<file path="src/rtl/read_status_logic_if.sv">
// Read-side status bus: write-stage strobe, consumer read request, thresholds in;
// qualified pop, read address, occupancy and status/error flags out.
interface read_status_logic_if #(
  parameter int PTR_L = 3,
  parameter int CNT_L = 3
);
  logic             push;
  logic             fifo_rd;
  logic [CNT_L-1:0] almost_full_th;
  logic [CNT_L-1:0] almost_empty_th;
  logic             pop;
  logic [PTR_L-1:0] rd_ptr;
  logic [CNT_L-1:0] fifo_count;
  logic             fifo_full;
  logic             fifo_empty;
  logic             almost_full;
  logic             almost_empty;
  logic             overflow_err;
  logic             underflow_err;
  logic [1:0]       state;

  modport slave (
    input  push, fifo_rd, almost_full_th, almost_empty_th,
    output pop, rd_ptr, fifo_count, fifo_full, fifo_empty,
           almost_full, almost_empty, overflow_err, underflow_err, state
  );

  modport master (
    output push, fifo_rd, almost_full_th, almost_empty_th,
    input  pop, rd_ptr, fifo_count, fifo_full, fifo_empty,
           almost_full, almost_empty, overflow_err, underflow_err, state
  );
endinterface

</file>
<file path="src/rtl/read_status_logic.sv">
// FIFO read pointer, occupancy and status flags; pop is combinational, count/ptr update next edge.
// Backpressure: fifo_full stalls the write stage (held high in INIT); reads on empty are refused.
module read_status_logic #(
  parameter int MEM_SIZE = 4,
  parameter int PTR_L    = 3,
  parameter int CNT_L    = 3
) (
  input  logic                 clk,
  input  logic                 reset_L,
  read_status_logic_if.slave   bus
);

  typedef enum logic [1:0] {
    INIT   = 2'd0,
    IDLE   = 2'd1,
    ACTIVE = 2'd2
  } state_t;

  state_t           r_state;
  state_t           w_state_nxt;
  logic [CNT_L-1:0] r_count;
  logic [CNT_L-1:0] w_count_nxt;
  logic [CNT_L-1:0] r_af_th;
  logic [CNT_L-1:0] r_ae_th;
  logic [PTR_L-1:0] r_rd_ptr;
  logic             r_ovf;
  logic             r_unf;
  logic             w_init;
  logic             w_full;
  logic             w_empty;
  logic             w_wr;
  logic             w_pop;

  always_ff @(posedge clk or negedge reset_L) begin
    if (!reset_L) r_state <= INIT;
    else          r_state <= w_state_nxt;
  end

  always_comb begin
    w_init      = (r_state == INIT);
    // INIT reports full and empty so neither side moves until thresholds are latched
    w_full      = w_init | (r_count == CNT_L'(MEM_SIZE));
    w_empty     = w_init | (r_count == '0);
    w_pop       = bus.fifo_rd & ~w_empty;
    w_wr        = bus.push & ~w_full;
    w_count_nxt = r_count;
    w_state_nxt = r_state;
    if (w_wr && !w_pop)      w_count_nxt = r_count + CNT_L'(1);
    else if (w_pop && !w_wr) w_count_nxt = r_count - CNT_L'(1);
    case (r_state)
      INIT:    w_state_nxt = IDLE;
      IDLE:    if (w_count_nxt != '0) w_state_nxt = ACTIVE;
      ACTIVE:  if (w_count_nxt == '0) w_state_nxt = IDLE;
      default: w_state_nxt = INIT;
    endcase
  end

  always_ff @(posedge clk or negedge reset_L) begin
    if (!reset_L) begin
      r_count  <= '0;
      r_rd_ptr <= '0;
      r_af_th  <= '0;
      r_ae_th  <= '0;
      r_ovf    <= 1'b0;
      r_unf    <= 1'b0;
    end else begin
      r_count <= w_count_nxt;
      if (w_pop) begin
        if (r_rd_ptr == PTR_L'(MEM_SIZE - 1)) r_rd_ptr <= '0;
        else                                  r_rd_ptr <= r_rd_ptr + PTR_L'(1);
      end
      if (w_init) begin
        r_af_th <= bus.almost_full_th;
        r_ae_th <= bus.almost_empty_th;
      end
      if (!w_init && bus.push && w_full)     r_ovf <= 1'b1;
      if (!w_init && bus.fifo_rd && w_empty) r_unf <= 1'b1;
    end
  end

  assign bus.pop           = w_pop;
  assign bus.rd_ptr        = r_rd_ptr;
  assign bus.fifo_count    = r_count;
  assign bus.fifo_full     = w_full;
  assign bus.fifo_empty    = w_empty;
  assign bus.almost_full   = ~w_init & (r_count >= r_af_th);
  assign bus.almost_empty  = ~w_init & (r_count <= r_ae_th);
  assign bus.overflow_err  = r_ovf;
  assign bus.underflow_err = r_unf;
  assign bus.state         = r_state;

endmodule
</file>
<file path="src/flat_wrapper.sv">
// flat-port wrapper written by rule: the top's interface ports become plain ports
module read_status_logic_flat 
#(
  parameter int MEM_SIZE = 4,
  parameter int PTR_L    = 3,
  parameter int CNT_L    = 3
)
  (clk, reset_L, bus_push, bus_fifo_rd, bus_almost_full_th, bus_almost_empty_th, bus_pop, bus_rd_ptr, bus_fifo_count, bus_fifo_full, bus_fifo_empty, bus_almost_full, bus_almost_empty, bus_overflow_err, bus_underflow_err, bus_state);
  read_status_logic_if #(.PTR_L(PTR_L), .CNT_L(CNT_L)) bus_i ();
  input  logic clk;
  input  logic reset_L;
  input wire logic [$bits(bus_i.push)-1:0] bus_push;
  input wire logic [$bits(bus_i.fifo_rd)-1:0] bus_fifo_rd;
  input wire logic [$bits(bus_i.almost_full_th)-1:0] bus_almost_full_th;
  input wire logic [$bits(bus_i.almost_empty_th)-1:0] bus_almost_empty_th;
  output wire logic [$bits(bus_i.pop)-1:0] bus_pop;
  output wire logic [$bits(bus_i.rd_ptr)-1:0] bus_rd_ptr;
  output wire logic [$bits(bus_i.fifo_count)-1:0] bus_fifo_count;
  output wire logic [$bits(bus_i.fifo_full)-1:0] bus_fifo_full;
  output wire logic [$bits(bus_i.fifo_empty)-1:0] bus_fifo_empty;
  output wire logic [$bits(bus_i.almost_full)-1:0] bus_almost_full;
  output wire logic [$bits(bus_i.almost_empty)-1:0] bus_almost_empty;
  output wire logic [$bits(bus_i.overflow_err)-1:0] bus_overflow_err;
  output wire logic [$bits(bus_i.underflow_err)-1:0] bus_underflow_err;
  output wire logic [$bits(bus_i.state)-1:0] bus_state;
  assign bus_i.push = bus_push;
  assign bus_i.fifo_rd = bus_fifo_rd;
  assign bus_i.almost_full_th = bus_almost_full_th;
  assign bus_i.almost_empty_th = bus_almost_empty_th;
  assign bus_pop = bus_i.pop;
  assign bus_rd_ptr = bus_i.rd_ptr;
  assign bus_fifo_count = bus_i.fifo_count;
  assign bus_fifo_full = bus_i.fifo_full;
  assign bus_fifo_empty = bus_i.fifo_empty;
  assign bus_almost_full = bus_i.almost_full;
  assign bus_almost_empty = bus_i.almost_empty;
  assign bus_overflow_err = bus_i.overflow_err;
  assign bus_underflow_err = bus_i.underflow_err;
  assign bus_state = bus_i.state;
  read_status_logic #(.MEM_SIZE(MEM_SIZE), .PTR_L(PTR_L), .CNT_L(CNT_L)) u_core (.clk(clk), .reset_L(reset_L), .bus(bus_i));
endmodule
</file>
<file path="config.mk">
export PLATFORM = sky130hd
export DESIGN_NAME = read_status_logic_flat
export DESIGN_NICKNAME = d
export VERILOG_FILES = /design/src/rtl/read_status_logic_if.sv /design/src/rtl/read_status_logic.sv /design/src/flat_wrapper.sv
export SDC_FILE = /design/constraint.sdc
export NUM_CORES = 1
export LEC_CHECK = 0
export ABC_AREA = 0
export CAP_MARGIN = 10
export CORE_MARGIN = 8
export CORE_UTILIZATION = 47
export CTS_CLUSTER_SIZE = 28
export DETAILED_ROUTE_END_ITERATION = 16
export GPL_TIMING_DRIVEN = 0
export PLACE_DENSITY = 0.74
export SLEW_MARGIN = 5
export SYNTH_ARGS = -nofsm -noshare
export SYNTH_HDL_FRONTEND = slang
export SYNTH_SLANG_ARGS = --single-unit
</file>
<file path="constraint.sdc">
create_clock -name clk -period 1.9 [get_ports clk]
set_input_delay 0.19 -clock clk [delete_from_list [all_inputs] [get_ports clk]]
set_output_delay 0.19 -clock clk [all_outputs]
set_load 0.03 [all_outputs]
</file>
==> results.ini, run 1 <==
[final_timing]
worst_slew_pin_slew_ns=0.713
fin_setup_tns_ns=0
slew_headroom_pct=52.3
timing.hold.ws_ns=0.302
setup_viol=0
rsz0062_at_grt=true

[die]
die_h_um=61.0
dieArea_um2=3720

[critical_path]
crit_family=flip-flops
crit_fanout=6
slowest_stage=dfrtp_2
worst-r2r-setup-slack_ns=0.04
endpoint_kind=output port
crit_chain=ha_4 -> a21o_1 -> a21oi_2 -> a31oi_1 -> nor2_1 -> buf_4
r2r_cells=8

[route]
drt-met1-wl_um=1100
dr_wl_met2_um=1370
dr.pass1.iters=4
wl_met3_um=90
via_per_inst=5.47

[run]
tool_warnings=30

[grt]
grt_max_degree=17
grt_pass1_wl_um=4300

[logic_synthesis]
yosysWarnings=0
yosysTopAreaCell=dfrtp_1
syn_area_um2=951

[clock_network]
tritoncts=done

[cells_and_area]
fin_nets=152
num_antenna_cells=0

[run_status]
run_status=finished clean

## run 1: kinds of logic after synthesis
logic type,count (synthesis),share of synthesized area (%)
and+or+nand+nor,29,14.9
AOI/OAI and AO/OA,27,19.7
DFF,16,42.1
buffers and inverters,12,4.74
adders and majority gates,10,13.2
muxes,3,3.55
xor gates and xnor gates,2,1.84
## run 1: state kept, by name, summed over array words and instances (netlist names)
signal / cells
u_core.bus.fifo_count: 3
u_core.bus.rd_ptr: 3
u_core.bus.underflow_err: 1
u_core.bus.overflow_err: 1
u_core.r_ae_th: 3
u_core.r_af_th: 3
u_core.bus.state: 2
## run 1: repair_timing
item / in CTS / in global routing
cloned: 0 / 0
pin swaps: 1 / 9
resized: 32 / 16
setup endpoints to repair: 7 / 6
setup buffers: 2 / 2
## run 1: final cells by class
class                   instances  area (um2)
plain buffers                   1        5.00
clock buffers                   4        36.3
fillers                       153         551
inverters                      11        43.8
multi-input cells              71         616
flip-flops and latches         16         404
well taps                      27        33.8
repair buffers                 28         253
## run 1: how the worst max path moves through the flow
| stage | to | cells after the start | from |
|---|---|---|---|
| floorplan | u_core.bus.state[0] | 7 | u_core.bus.fifo_count[0] |
| global placement | bus_almost_empty | 6 | u_core.bus.fifo_count[1] |
| detailed placement | bus_almost_empty | 6 | u_core.bus.fifo_count[1] |
| CTS | u_core.bus.state[1] | 7 | u_core.bus.fifo_count[1] |
| global route | bus_almost_empty | 8 | u_core.bus.fifo_count[0] |
| finish | bus_almost_empty | 6 | u_core.bus.fifo_count[1] |
Run 1, signal wires on met1:
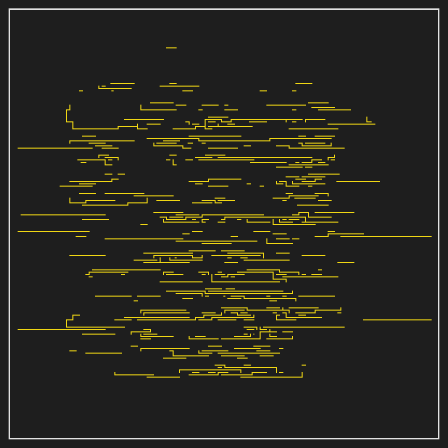
longest straight run	13.3 um
main direction	horizontal
wire length on this layer	1100 um
share of all routed wire	42%
GR Layer Usage met1: 16.2%
routed vias: 864

Run 1, track usage over the die:
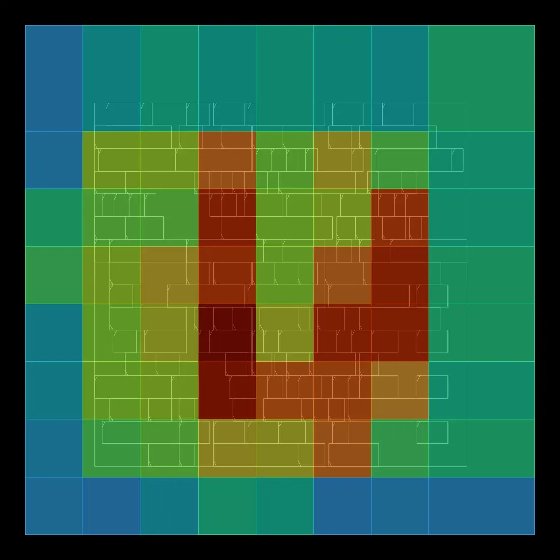
post-layout util: 71.6%
Total GRT Usage: 15.6%
M3 GR Usage: 4.45%
gr busiest metal: met2
Avg WL per Cell: 16.5 um

Run 1, clock distribution:
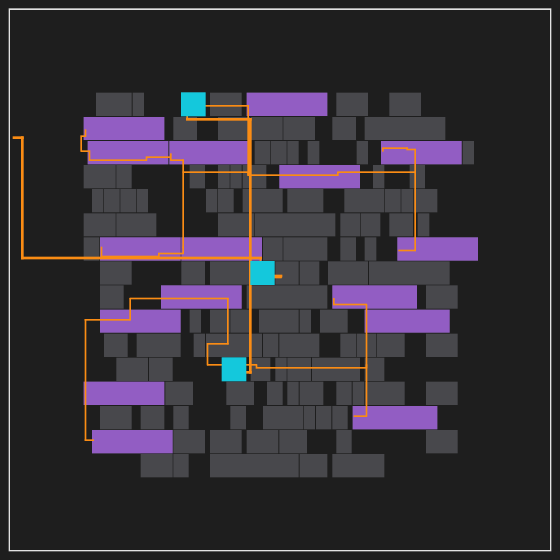
[flip-flops] purple | count: 16
[clock-net drivers] cyan | count: 3
[clock wires] orange | length: 265 um
routed clock nets	4
Max Clock Skew: 0.00367 ns
Clk Latency, worst-skew pair: 0.30 ns

Run 1, I/O nets highlighted:
Bar = 20 um.
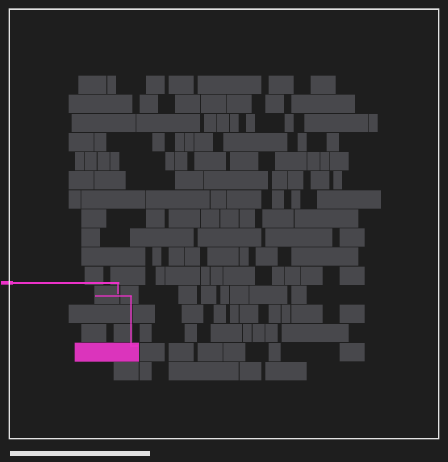
port	colour	direction	edge	end cells	buffers	wire
bus_overflow_err	magenta	output	left	1	1	29.6 um
port bufs: 24
Ports: 25

Run 1, register map, names as in the netlist:
Other sequential cells in the stronger grey, the rest of the logic in the fainter grey.
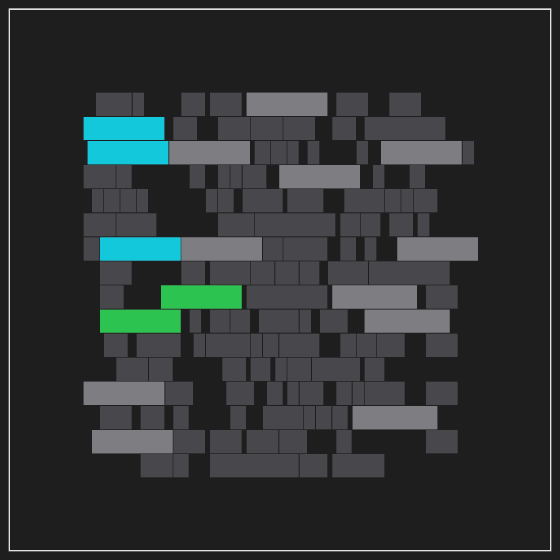

==> run 1 -> run 2 <==
--- a/config.mk
+++ b/config.mk
@@ -13,6 +13,7 @@
 export DETAILED_ROUTE_END_ITERATION = 16
 export GPL_TIMING_DRIVEN = 0
 export PLACE_DENSITY = 0.74
+export SKIP_CTS_REPAIR_TIMING = 1
 export SLEW_MARGIN = 5
 export SYNTH_ARGS = -nofsm -noshare
 export SYNTH_HDL_FRONTEND = slang
Run 2, register map, names as in the netlist:
Other sequential cells in the stronger grey, the rest of the logic in the fainter grey.
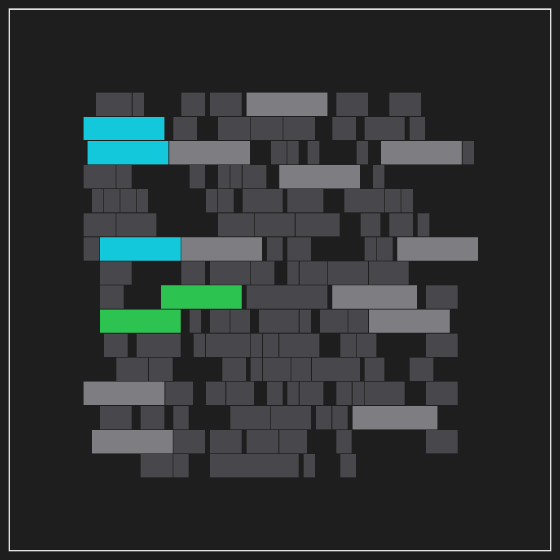
signal	colour	placed flops
u_core.bus.state	green	2
u_core.bus.rd_ptr	cyan	3
sequential cell area: 403 um2
post-layout util: 68.9%

Run 2, signal wires on met1:
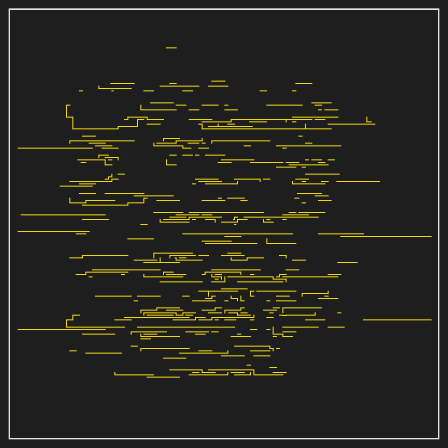
main direction	horizontal
share of all routed wire	40%
nets with wire on the layer	131
wire length on this layer	944 um
longest straight run	18.4 um
WL final: 2340 um
routed vias: 852

==> results.ini, run 2 <==
[run_status]
run_status=complete, but fails checks
violations=negative setup slack

[run]
tool_warnings=29  ; -3.3%

[grt]
grt_pass1_wl_um=3970  ; -7.7%
grt_usage_pct=14.3  ; -1.3 points

[final_timing]
setup_viol=1  ; +1
worst_slew_pin_slew_ns=0.711  ; -0.00280 ns
slew_headroom_pct=52.5  ; +0.19 points
final.setup.worst_slack_ns=-0.0130

[clock_network]
clock_latency_ns=0.30  ; about the same

[critical_path]
crit_family=flip-flops
endpoint_kind=output port
slowest_stage=dfrtp_2

[logic_synthesis]
yosysWarnings=0  ; unchanged
simple_gate_share_pct=14.9  ; unchanged
adder_share_pct=13.2  ; unchanged
xor_share_pct=1.84  ; unchanged
compound_area_share_pct=19.7  ; unchanged
synthTopLogicFamily=AND-OR/OR-AND gates

[route]
via_per_inst=5.43  ; -0.76%
dr.pass1.iters=4  ; unchanged

[die]
die_h_um=61.0  ; unchanged

[run 2: cell counts after synthesis]
No cell type changed its count.
[run 2: worst paths after layout]
| check | endpoint | slack (ns) | cells after the start |
|---|---|---|---|
| max reg2reg | u_core.bus.state[0] | 0.01 | 8 |
| max | bus_almost_full | -0.01 | 7 |
| min reg2reg | u_core.bus.overflow_err | 0.48 | 1 |
| max in group asynchronous | u_core.bus.fifo_count[1] | 1.10 | 1 |
| min | u_core.r_ae_th[1] | 0.31 | 1 |
| min in group clk | u_core.r_af_th[1] | 0.44 | 3 |
[run 2: cell type report]
type / count / area [um2] / share of cell area [%]
repair buffers: 27 / 253 / 18.9
well taps: 27 / 33.8 / 2.52
inverters: 11 / 43.8 / 3.27
multi-input cells: 71 / 564 / 42.1
flip-flops and latches: 16 / 403 / 30.1
clock buffers: 4 / 36.3 / 2.71
plain buffers: 1 / 5.00 / 0.374
[run 2: stage by stage]
| stage | utilization [%] | area (um2) |
|---|---|---|
| after floorplan | - | 971 |
| after global placement | 64.1 | 1240 |
| after detailed placement | 64.1 | 1240 |
| after CTS | 66.0 | 1280 |
| after global routing | 68.9 | 1340 |
| final | 68.9 | 1340 |
[run 2: routing by layer]
| layer | global-route usage, % | vias to the layer above | wire length [um] |
|---|---|---|---|
| li1 | - | 406 | - |
| met3 | 4.45 | 5 | 125 |
| met2 | 25.2 | 30 | 1230 |
| met4 | 6.98 | 0 | 42 |
| met1 | 14.9 | 411 | 944 |
| met5 | 0 | - | 0 |
Run 2, clock distribution:
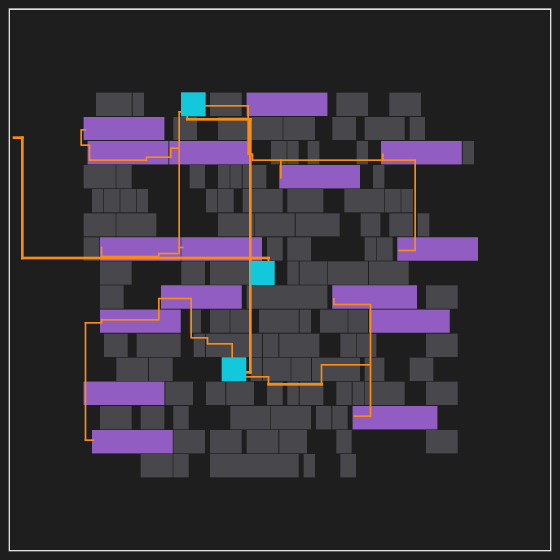

==> run 2 -> run 3 <==
--- a/config.mk
+++ b/config.mk
@@ -18,3 +18,4 @@
 export SYNTH_ARGS = -nofsm -noshare
 export SYNTH_HDL_FRONTEND = slang
 export SYNTH_SLANG_ARGS = --single-unit
+export TNS_END_PERCENT = 5
Run 3, clock distribution:
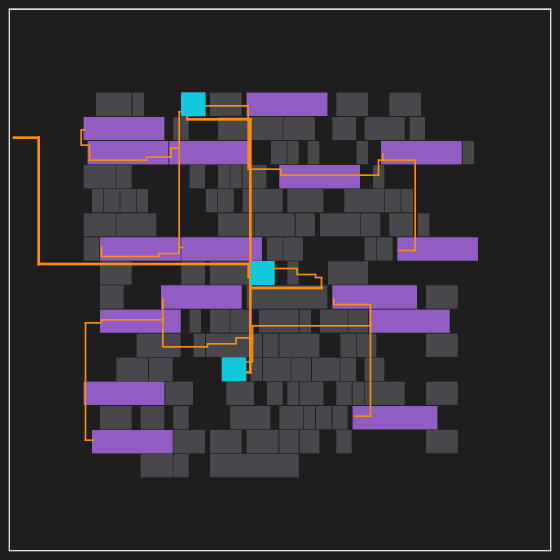
[flip-flops] purple | count: 16
[clock wires] orange | length: 269 um
[clock-net drivers] cyan | count: 3
routed clock nets	4
Clk Latency, worst-skew pair: 0.31 ns
Max Clock Skew: 0.00130 ns

==> results.ini, run 3 <==
[run_status]
run_status=complete, but fails checks
violations=negative setup slack

[place]
place_area_um2=1240  ; unchanged

[final_timing]
setup_viol=2  ; +1
final.setup.worst_slack_ns=-0.0618  ; -0.0487 ns
period_used_pct=103
worst_slew_pin_slew_ns=0.709  ; -0.00138 ns
timing.hold.ws_ns=0.298
slew_headroom_pct=52.6  ; +0.092 points

[critical_path]
cp.arrival_ns=1.77
endpoint_kind=output port
worst-r2r-setup-slack_ns=0.01  ; about the same

[grt]
met3_usage_pct=4.45  ; unchanged
grt_usage_pct=14.3  ; unchanged
grt.busiest_layer=met2
met2_usage_pct=25.2  ; unchanged
met1_usage_pct=14.9  ; unchanged
grt_pass1_wl_um=3970  ; unchanged
antenna_found_initial=0

[die]
die_h_um=61.0  ; unchanged

[cells_and_area]
mostFrequentLayoutCell=clkdlybuf4s50_1
fin_area_um2=1290  ; -3.6%
num_antenna_cells=0

[hold_path]
hp-class=input port to async pin

[route]
wl_met3_um=109  ; -13%
drt-met1-wl_um=989  ; +4.8%
wl_um=2280  ; -2.4%
postRouteAntennaNets=0
dr_wl_met2_um=1130  ; -7.8%
via_per_inst=5.38  ; -0.92%
vias=828  ; -2.8%
routedWlPerCell_um=14.8
dr.pass1.iters=5  ; +1
highest_layer=met4

[run]
tool_warnings=29  ; unchanged

[logic_synthesis]
common_cells=16 x dfrtp_1, 11 x inv_1, 10 x ha_1
yosysWarnings=0  ; unchanged

[clock_network]
htreeDepth=1

Run 3, register map, names as in the netlist:
Other sequential cells in the stronger grey, the rest of the logic in the fainter grey.
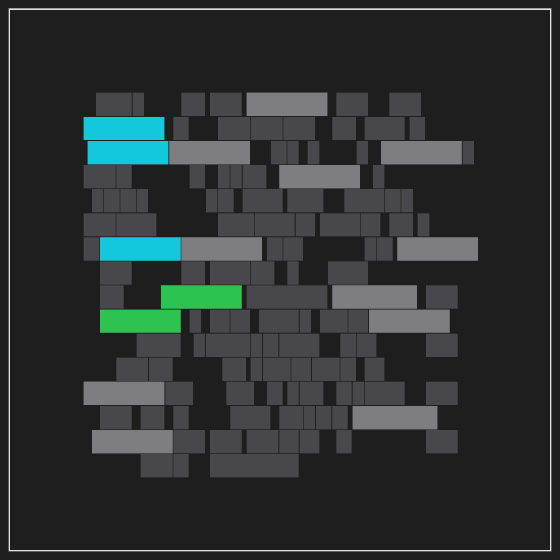
signal	colour	placed flops
u_core.bus.state	green	2
u_core.bus.rd_ptr	cyan	3
not coloured	11
sequential share of cell area: 31.2%
post-layout util: 66.4%

==> run 3: cells by family (layout without fill, tap and decap cells) <==
family	after synthesis	in the layout	synth area share [%]
AOI/OAI and AO/OA	27	27	19.7
xor gates and xnor gates	2	2	1.84
adders and majority gates	10	10	13.2
buffers and inverters	12	40	4.74
DFF	16	16	42.1
muxes	3	3	3.55
and+or+nand+nor	29	29	14.9
==> run 3: layout make-up <==
cell class | instances | area, um2 | share of cell area, %
inverter | 11 | 43.8 | 3.39
tap | 27 | 33.8 | 2.62
timing repair buffer | 24 | 228 | 17.7
multi-input combinational | 71 | 541 | 41.9
sequential | 16 | 403 | 31.2
clock buffer | 4 | 36.3 | 2.81
buffer | 1 | 5.00 | 0.388
==> run 3: critical path: stages (launching register included) <==
cell and delay, ns:
dfrtp_2 0.45, inv_4 0.11, ha_1 0.23, nand2b_1 0.14
a21o_1 0.17, a21oi_1 0.13, nor2_1 0.05, buf_2 0.18
==> run 3: worst paths after layout <==
| path | startpoint | depth (start not counted) | endpoint |
|---|---|---|---|
| max | u_core.bus.fifo_count[0] | 7 | bus_almost_full |
| max reg2reg | u_core.bus.fifo_count[1] | 7 | u_core.bus.state[1] |
| min reg2reg | u_core.bus.overflow_err | 1 | u_core.bus.overflow_err |
| max in group asynchronous | reset_L | 1 | u_core.bus.fifo_count[1] |
| min in group clk | bus_almost_full_th[1] | 3 | u_core.r_af_th[1] |
| min | reset_L | 1 | u_core.r_ae_th[1] |
